## config.mk

```make
export PLATFORM = sky130hd
export DESIGN_NAME = rr_arbiter4_flat
export DESIGN_NICKNAME = d
export VERILOG_FILES = /design/src/rtl/rr_arbiter4_pkg.sv /design/src/rtl/rr_arbiter4_if.sv /design/src/rtl/rr_arbiter4_decoder2_4.sv /design/src/rtl/rr_arbiter4.sv /design/src/flat_wrapper.sv
export SDC_FILE = /design/constraint.sdc
export NUM_CORES = 1
export LEC_CHECK = 0
export ABC_CLOCK_PERIOD_IN_PS = 5300
export CAP_MARGIN = 5
export CORE_MARGIN = 1.5
export CORE_UTILIZATION = 58
export CTS_BUF_LIST = sky130_fd_sc_hd__clkbuf_16
export DETAILED_ROUTE_END_ITERATION = 6
export GPL_TIMING_DRIVEN = 1
export PLACE_DENSITY = 0.83
export SLEW_MARGIN = 40
export SYNTH_ARGS = -nofsm -noshare
export SYNTH_HDL_FRONTEND = slang
export SYNTH_HIERARCHICAL = 1
export SYNTH_SLANG_ARGS = --single-unit
```

## constraint.sdc

```tcl
create_clock -name clk -period 5.3 [get_ports clk]
set_clock_uncertainty 0.15 [all_clocks]
set_input_delay 1.06 -clock clk [delete_from_list [all_inputs] [get_ports clk]]
set_output_delay 1.06 -clock clk [all_outputs]
set_load 0.1 [all_outputs]
```

## src/rtl/rr_arbiter4_pkg.sv

```systemverilog
`default_nettype none
`timescale 1ns/1ps
// ============================================================================
// Module      : arb_pkg
// Description : Shared types, sizes and the round-robin pick function for the
//               four-requester arbiter.
//               - arb_state_t : arbiter FSM states (IDLE, GRANT)
//               - NREQ / IDW  : requester count and encoded-ID width
//               - pick_t      : result of a round-robin scan (valid + id)
//               - rr_pick()   : scan req from ptr upward (mod NREQ), skipping
//                               masked bits; first set bit wins
// Revision    : 1.0 - initial release
// ============================================================================
package arb_pkg;

  typedef enum logic {
    IDLE  = 1'b0,
    GRANT = 1'b1
  } arb_state_t;

  localparam int NREQ = 4;
  localparam int IDW  = 2;

  typedef struct packed {
    logic           valid;
    logic [IDW-1:0] id;
  } pick_t;

  // Offsets are visited from the farthest to the nearest so that the last
  // hit written is the one closest to ptr; this avoids an early loop exit.
  function automatic pick_t rr_pick(
    input logic [NREQ-1:0] req,
    input logic [IDW-1:0]  ptr,
    input logic [NREQ-1:0] mask
  );
    pick_t           res;
    logic [NREQ-1:0] elig;
    logic [IDW-1:0]  idx;
    res  = '0;
    elig = req & ~mask;
    for (int k = NREQ - 1; k >= 0; k--) begin
      idx = ptr + IDW'(k);
      if (elig[idx]) begin
        res.valid = 1'b1;
        res.id    = idx;
      end
    end
    return res;
  endfunction

endpackage
`default_nettype wire

```

## src/rtl/rr_arbiter4_if.sv

```systemverilog
`default_nettype none
`timescale 1ns/1ps
// ============================================================================
// Module      : rr_arbiter4_if
// Description : Request/grant bundle between the clients and the arbiter.
//               req     : request vector, bit i is requester i
//               gnt     : one-hot grant, zero when idle
//               gnt_id  : encoded current winner, zero when idle
//               busy    : a grant is active
//               timeout : one-cycle pulse after a forced release
//               modport master : client side (drives req)
//               modport slave  : arbiter side (drives the grant signals)
// Revision    : 1.0 - initial release
// ============================================================================
interface rr_arbiter4_if;
  import arb_pkg::*;

  logic [NREQ-1:0] req;
  logic [NREQ-1:0] gnt;
  logic [IDW-1:0]  gnt_id;
  logic            busy;
  logic            timeout;

  modport master (
    output req,
    input  gnt,
    input  gnt_id,
    input  busy,
    input  timeout
  );

  modport slave (
    input  req,
    output gnt,
    output gnt_id,
    output busy,
    output timeout
  );

endinterface
`default_nettype wire

```

## src/rtl/rr_arbiter4_decoder2_4.sv

```systemverilog
`default_nettype none
`timescale 1ns/1ps
// ============================================================================
// Module      : decoder2_4
// Description : 2-to-4 decoder with enable, built as input inverters feeding
//               one AND term per output.
//               delay : gate delay in ps of the modelled cells (inverter and
//                       AND); it sets the settle budget of y after in/e move
//                       but adds no behaviour to the synthesised logic
//               in    : 2-bit select
//               e     : enable; y is all zeros while low
//               y     : one-hot output
// Revision    : 1.0 - initial release
// ============================================================================
module decoder2_4 #(
  parameter int delay = 50
) (
  input  logic [1:0] in,
  input  logic       e,
  output logic [3:0] y
);

  if (delay < 0) begin : g_bad_delay
    $error("decoder2_4: delay must be non-negative");
  end

  logic [1:0] in_n;

  assign in_n = ~in;

  for (genvar i = 0; i < 4; i++) begin : g_out
    localparam logic [1:0] c_CODE = 2'(i);
    assign y[i] = e
                & (c_CODE[1] ? in[1] : in_n[1])
                & (c_CODE[0] ? in[0] : in_n[0]);
  end

endmodule
`default_nettype wire

```

## src/rtl/rr_arbiter4.sv

```systemverilog
`default_nettype none
`timescale 1ns/1ps
// ============================================================================
// Module      : rr_arbiter4
// Description : Four-requester round-robin arbiter with a hold timeout.
//               A winner keeps the grant while its request stays high, up to
//               MAX_HOLD consecutive cycles (0 = unlimited). On release the
//               next priority start is the cell after the old winner and the
//               old winner is masked, so grants pass back-to-back when anyone
//               else is waiting.
//               MAX_HOLD : max grant cycles per tenure, 0..255
//               DELAY    : gate delay in ps handed to the grant decoder
//               clk      : rising-edge clock
//               reset_n  : synchronous active-low reset
//               arb_if   : slave side of rr_arbiter4_if (req in; gnt, gnt_id,
//                          busy, timeout out)
// Revision    : 1.0 - initial release
// ============================================================================
module rr_arbiter4
  import arb_pkg::*;
#(
  parameter int unsigned MAX_HOLD = 16,
  parameter int          DELAY    = 50
) (
  input  logic          clk,
  input  logic          reset_n,
  rr_arbiter4_if.slave  arb_if
);

  if (MAX_HOLD > 255) begin : g_bad_max_hold
    $error("rr_arbiter4: MAX_HOLD must be in 0..255");
  end

  localparam bit         c_LIMITED   = (MAX_HOLD != 0);
  localparam logic [7:0] c_HOLD_LAST = c_LIMITED ? 8'(MAX_HOLD - 1) : 8'd0;

  arb_state_t      state_q,    state_d;
  logic [IDW-1:0]  ptr_q,      ptr_d;
  logic [IDW-1:0]  id_q,       id_d;
  logic [7:0]      hold_cnt_q, hold_cnt_d;
  logic            timeout_q,  timeout_d;

  logic            own_req;
  logic            expire;
  logic            release_now;
  logic [IDW-1:0]  rel_ptr;
  logic [NREQ-1:0] own_mask;
  pick_t           pick_idle;
  pick_t           pick_rel;
  logic            busy;
  logic [IDW-1:0]  gnt_id;

  assign own_req  = arb_if.req[id_q];
  // A request dropping on the expiry cycle is an ordinary release, hence
  // expiry only counts while the owner is still requesting.
  assign expire   = c_LIMITED && own_req && (hold_cnt_q == c_HOLD_LAST);
  assign release_now = !own_req || expire;
  assign rel_ptr  = id_q + IDW'(1);
  assign own_mask = NREQ'(1) << id_q;

  assign pick_idle = rr_pick(arb_if.req, ptr_q, '0);
  // The releasing owner is masked so a timed-out requester cannot win again
  // ahead of the others.
  assign pick_rel  = rr_pick(arb_if.req, rel_ptr, own_mask);

  always_comb begin
    state_d    = state_q;
    ptr_d      = ptr_q;
    id_d       = id_q;
    hold_cnt_d = hold_cnt_q;
    timeout_d  = 1'b0;
    case (state_q)
      IDLE: begin
        if (pick_idle.valid) begin
          id_d       = pick_idle.id;
          hold_cnt_d = '0;
          state_d    = GRANT;
        end
      end
      GRANT: begin
        if (release_now) begin
          ptr_d     = rel_ptr;
          timeout_d = expire;
          if (pick_rel.valid) begin
            id_d       = pick_rel.id;
            hold_cnt_d = '0;
          end else begin
            state_d = IDLE;
          end
        end else if (hold_cnt_q != 8'hFF) begin
          hold_cnt_d = hold_cnt_q + 8'd1;
        end
      end
      default: state_d = IDLE;
    endcase
  end

  always_ff @(posedge clk) begin
    if (!reset_n) begin
      state_q    <= IDLE;
      ptr_q      <= '0;
      id_q       <= '0;
      hold_cnt_q <= '0;
      timeout_q  <= 1'b0;
    end else begin
      state_q    <= state_d;
      ptr_q      <= ptr_d;
      id_q       <= id_d;
      hold_cnt_q <= hold_cnt_d;
      timeout_q  <= timeout_d;
    end
  end

  assign busy   = (state_q == GRANT);
  // id_q keeps the last winner while idle, so it is gated here.
  assign gnt_id = busy ? id_q : '0;

  assign arb_if.busy    = busy;
  assign arb_if.gnt_id  = gnt_id;
  assign arb_if.timeout = timeout_q;

  decoder2_4 #(
    .delay (DELAY)
  ) u_gnt_dec (
    .in (gnt_id),
    .e  (busy),
    .y  (arb_if.gnt)
  );

endmodule
`default_nettype wire

```

## src/flat_wrapper.sv

```systemverilog
// flat-port wrapper written by rule: the top's interface ports become plain ports
module rr_arbiter4_flat import arb_pkg::*;
#(
  parameter int unsigned MAX_HOLD = 16,
  parameter int          DELAY    = 50
)
  (clk, reset_n, arb_if_req, arb_if_gnt, arb_if_gnt_id, arb_if_busy, arb_if_timeout);
  rr_arbiter4_if arb_if_i ();
  input  logic clk;
  input  logic reset_n;
  input wire logic [$bits(arb_if_i.req)-1:0] arb_if_req;
  output wire logic [$bits(arb_if_i.gnt)-1:0] arb_if_gnt;
  output wire logic [$bits(arb_if_i.gnt_id)-1:0] arb_if_gnt_id;
  output wire logic [$bits(arb_if_i.busy)-1:0] arb_if_busy;
  output wire logic [$bits(arb_if_i.timeout)-1:0] arb_if_timeout;
  assign arb_if_i.req = arb_if_req;
  assign arb_if_gnt = arb_if_i.gnt;
  assign arb_if_gnt_id = arb_if_i.gnt_id;
  assign arb_if_busy = arb_if_i.busy;
  assign arb_if_timeout = arb_if_i.timeout;
  rr_arbiter4 #(.MAX_HOLD(MAX_HOLD), .DELAY(DELAY)) u_core (.clk(clk), .reset_n(reset_n), .arb_if(arb_if_i));
endmodule
```

### Sequential cells grouped by signal name, run 1

Other sequential cells in the stronger grey, the rest of the logic in the fainter grey.
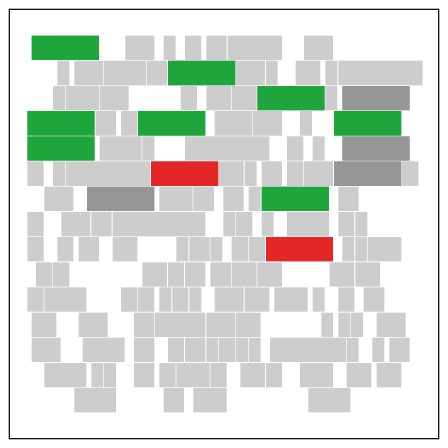
[red] u_core/id_q | flops: 2
[green] u_core/hold_cnt_q | flops: 8

### Routed metal per tile, run 1

Scale bar: 10 µm. The die is cut into 9 by 9 equal tiles; dark purple is low, yellow is high, scaled to the fullest tile. Values are wire area over tile area, all layers added.
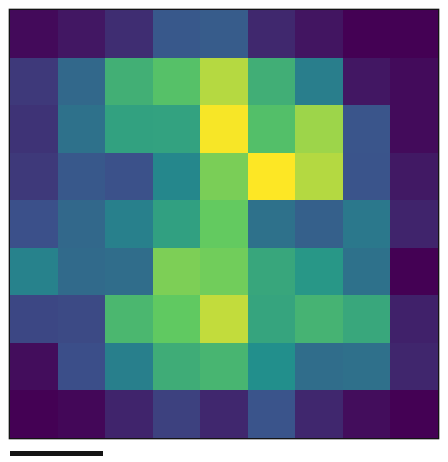
fullest tile: 0.53
emptiest ninth of the die: top right
tiles over half the peak: 32%
GRT Util Overall: 28.2%
WL/cell: 15.4 µm
WL final: 2.63 mm
vias: 1056

### Routed clock nets over the placement, run 1

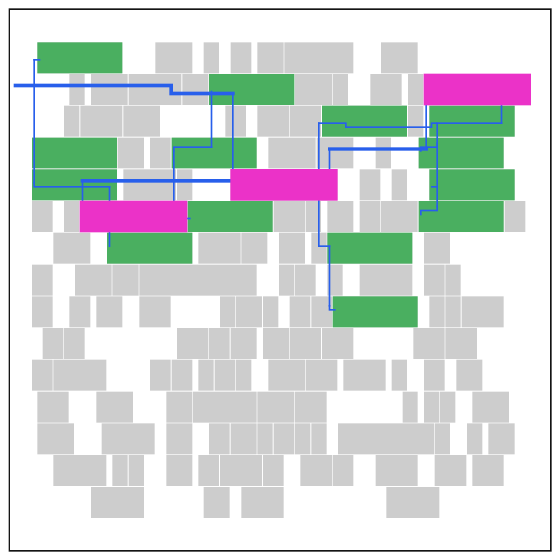
[magenta] cells driving clock nets | count: 3
[green] flip-flops | count: 14
[blue] clock wires | length: 157 µm
routed clock nets: 4
clock power share: 32.9%
Late-Pin Clk Latency: 0.24 ns

==> GITHUB_STEP_SUMMARY, run 1 <==
### Flow metrics

| Metric | Value |
|---|---|
| TritonRoute pass-1 iters | `4` |
| Antenna Violating Nets Remaining | `0` |
| Hold Path Class | `reg -> reg` |
| Setup crit end | `u_core/hold_cnt_q[7]` |
| Reg power frac | `31.6%` |
| Highest Signal Layer | `met4` |
| Inverters | `6` |
| Layout cells sized above 1 | `16.6%` |
| Logic pwr share | `35.6%` |
| Vias in the first global route | `920` |
| Post-synth top cells | `15 x nor2_1, 14 x dfxtp_1, 11 x nand2_1` |
| Synth warnings | `6` |
| Tally of OpenROAD warnings | `29` |
| # fillers | `144` |
| GPL Wtd Cong | `0.897` |
| Worst Hold Path Cells | `2` |
| Clock network area share | `5.93%` |
| Min setup slack post-route | `1.96 ns` |
| Post-route insts no fill | `170` |
| Reg with most FFs | `u_core/hold_cnt_q` |
| WP data required | `5.31 ns` |
| Critical path startpoint | `arb_if_req[1]` |
| Tmin final | `3.34 ns` |
| Max cap viols | `0` |
| Top area cell types | `dfxtp_1 26%, ha_1 5.8%, nor2_1 5.2%` |
| Adder Area Share | `5.77%` |
| Hold EP | `u_core/hold_cnt_q[1]` |
| Number of enable flip-flop cells | `0` |
| GR Layer Usage met2 | `46.1%` |
| Seq share, synth | `25.8%` |
| Met3 WL | `204 µm` |
| Multi-Input Combinational | `109` |
| Final instance area | `1270 µm²` |
| Delay-heaviest family, CP | `simple AND/OR/NAND/NOR gates` |
| FP Core Util | `62.2%` |
| Combinational share of cell area | `60.6%` |
| RSZ-0062 raised after global routing | `false` |
| Crit start category | `primary input` |
| Post-synthesis cell type count | `47` |
| Die height | `46.2 µm` |
| Core Area | `1750 µm²` |
| Outcome | `complete, no violations` |
| R2R Setup Slk | `2.68 ns` |
| CTS Buffer Depth | `2` |
| Flip-flop count of the largest register after layout | `8` |
| Buffering overhead | `7.11%` |
| Critical path class | `in -> reg` |
| Clock root cell | `clkbuf_16` |
| Syn_nets | `143` |
| Largest regs | `u_core/hold_cnt_q: 8 flops, u_core/id_q: 2 flops, u_core/ptr_q: 2 flops` |
==> run 2: changes to the inputs <==
--- a/config.mk
+++ b/config.mk
@@ -5,14 +5,14 @@
 export SDC_FILE = /design/constraint.sdc
 export NUM_CORES = 1
 export LEC_CHECK = 0
-export ABC_CLOCK_PERIOD_IN_PS = 5300
+export ABC_CLOCK_PERIOD_IN_PS = 3000
 export CAP_MARGIN = 5
 export CORE_MARGIN = 1.5
-export CORE_UTILIZATION = 58
+export CORE_UTILIZATION = 49
 export CTS_BUF_LIST = sky130_fd_sc_hd__clkbuf_16
 export DETAILED_ROUTE_END_ITERATION = 6
 export GPL_TIMING_DRIVEN = 1
-export PLACE_DENSITY = 0.83
+export PLACE_DENSITY = 0.75
 export SLEW_MARGIN = 40
 export SYNTH_ARGS = -nofsm -noshare
 export SYNTH_HDL_FRONTEND = slang
==> constraint.sdc (replaced) <==
create_clock -name clk -period 3 [get_ports clk]
set_clock_uncertainty 0.15 [all_clocks]
set_input_delay 0.6 -clock clk [delete_from_list [all_inputs] [get_ports clk]]
set_output_delay 0.6 -clock clk [all_outputs]
set_load 0.1 [all_outputs]
==> run 2 against run 1 <==
  * Global-route usage is 6.8 points lower
  * Cell count increased by 3.5%
  * Sequential power increased by 76%
  * Sequential cell count unchanged
  * Register-to-register slack worse by 2.2 ns
  * First-iteration DRC count shrank 49%
  * Critical path depth is the same
  * Highest routed layer unchanged
==> GITHUB_STEP_SUMMARY, run 2 <==
### Flow metrics

| Metric | Value |
|---|---|
| Met3 WL | `125 µm (was 204 µm)` |
| Synth warnings | `6 (unchanged)` |
| Syn_nets | `143 (unchanged)` |
| Antenna Violating Nets Remaining | `0 (unchanged)` |
| Buffering overhead | `10.0% (was 7.11%)` |
| Synth async-reset ratio | `0% (unchanged)` |
| Logic pwr share | `35.9% (was 35.6%)` |
| Die height | `50.1 µm (was 46.2 µm)` |
| RSZ-0062 raised after global routing | `false (unchanged)` |
| Reg with most FFs | `u_core/hold_cnt_q (unchanged)` |
| Clock network area share | `5.94% (was 5.93%)` |
| Hold EP | `u_core/hold_cnt_q[7] (was u_core/hold_cnt_q[1])` |
| Seq share, synth | `25.8% (unchanged)` |
| Vias in the first global route | `949 (was 920)` |
| Layout cells sized above 1 | `20.8% (was 16.6%)` |
| Post-synth top cells | `15 x nor2_1, 14 x dfxtp_1, 11 x nand2_1 (unchanged)` |
| TritonRoute pass-1 iters | `4 (unchanged)` |
| Flip-flop count of the largest register after layout | `8 (unchanged)` |
| Worst Hold Path Cells | `2 (unchanged)` |
| FP Core Util | `53.7% (was 62.2%)` |
| WP data required | `3.02 ns (was 5.31 ns)` |
| Max cap viols | `0 (unchanged)` |
| Hold Path Class | `reg -> reg (unchanged)` |
| Clock power share | `33.2% (was 32.9%)` |
| R2R Setup Slk | `0.47 ns (was 2.68 ns)` |
| Post-synthesis cell type count | `47 (unchanged)` |
| Clock root cell | `clkbuf_16 (unchanged)` |
| Tally of OpenROAD warnings | `29 (unchanged)` |
| Number of enable flip-flop cells | `0 (unchanged)` |
| Setup crit end | `u_core/hold_cnt_q[7] (unchanged)` |
| Outcome | `complete, no violations (unchanged)` |
| Top area cell types | `dfxtp_1 26%, ha_1 5.8%, nor2_1 5.2% (unchanged)` |
| Combinational share of cell area | `58.6% (was 60.6%)` |
| # fillers | `160 (was 144)` |
| GRT Util Overall | `21.4% (was 28.2%)` |
| Reg power frac | `30.9% (was 31.6%)` |
| Post-route insts no fill | `176 (was 170)` |
| Core Area | `2020 µm² (was 1750 µm²)` |
| GPL Wtd Cong | `0.795 (was 0.897)` |
| Highest Signal Layer | `met4 (unchanged)` |
| Tmin final | `2.77 ns` |
| Final instance area | `1330 µm² (was 1270 µm²)` |
| Delay-heaviest family, CP | `simple AND/OR/NAND/NOR gates (unchanged)` |
| WL/cell | `14.1 µm (was 15.4 µm)` |
| Min setup slack post-route | `0.234 ns (was 1.96 ns)` |
| GR Layer Usage met2 | `36.0% (was 46.1%)` |
| Crit start category | `primary input (unchanged)` |
| Critical path startpoint | `arb_if_req[1] (unchanged)` |
| Adder Area Share | `5.77% (unchanged)` |
### Sequential cells grouped by signal name, run 2

Other sequential cells in the stronger grey, the rest of the logic in the fainter grey.
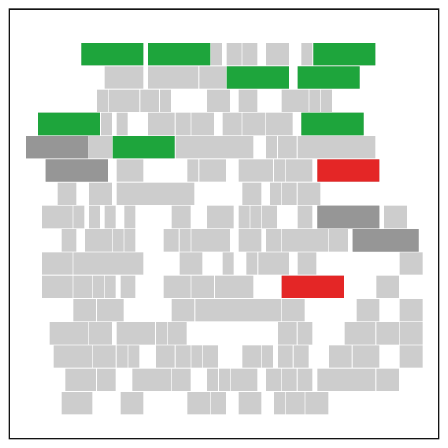
[green] u_core/hold_cnt_q | flops: 8
[red] u_core/id_q | flops: 2
not coloured: 4
Seq area share: 21.2%
power in sequential cells: 231 µW
Core Util, Final: 65.6%
register area: 282 µm²

No activity file was given, so power comes from the tool's default toggle rates.
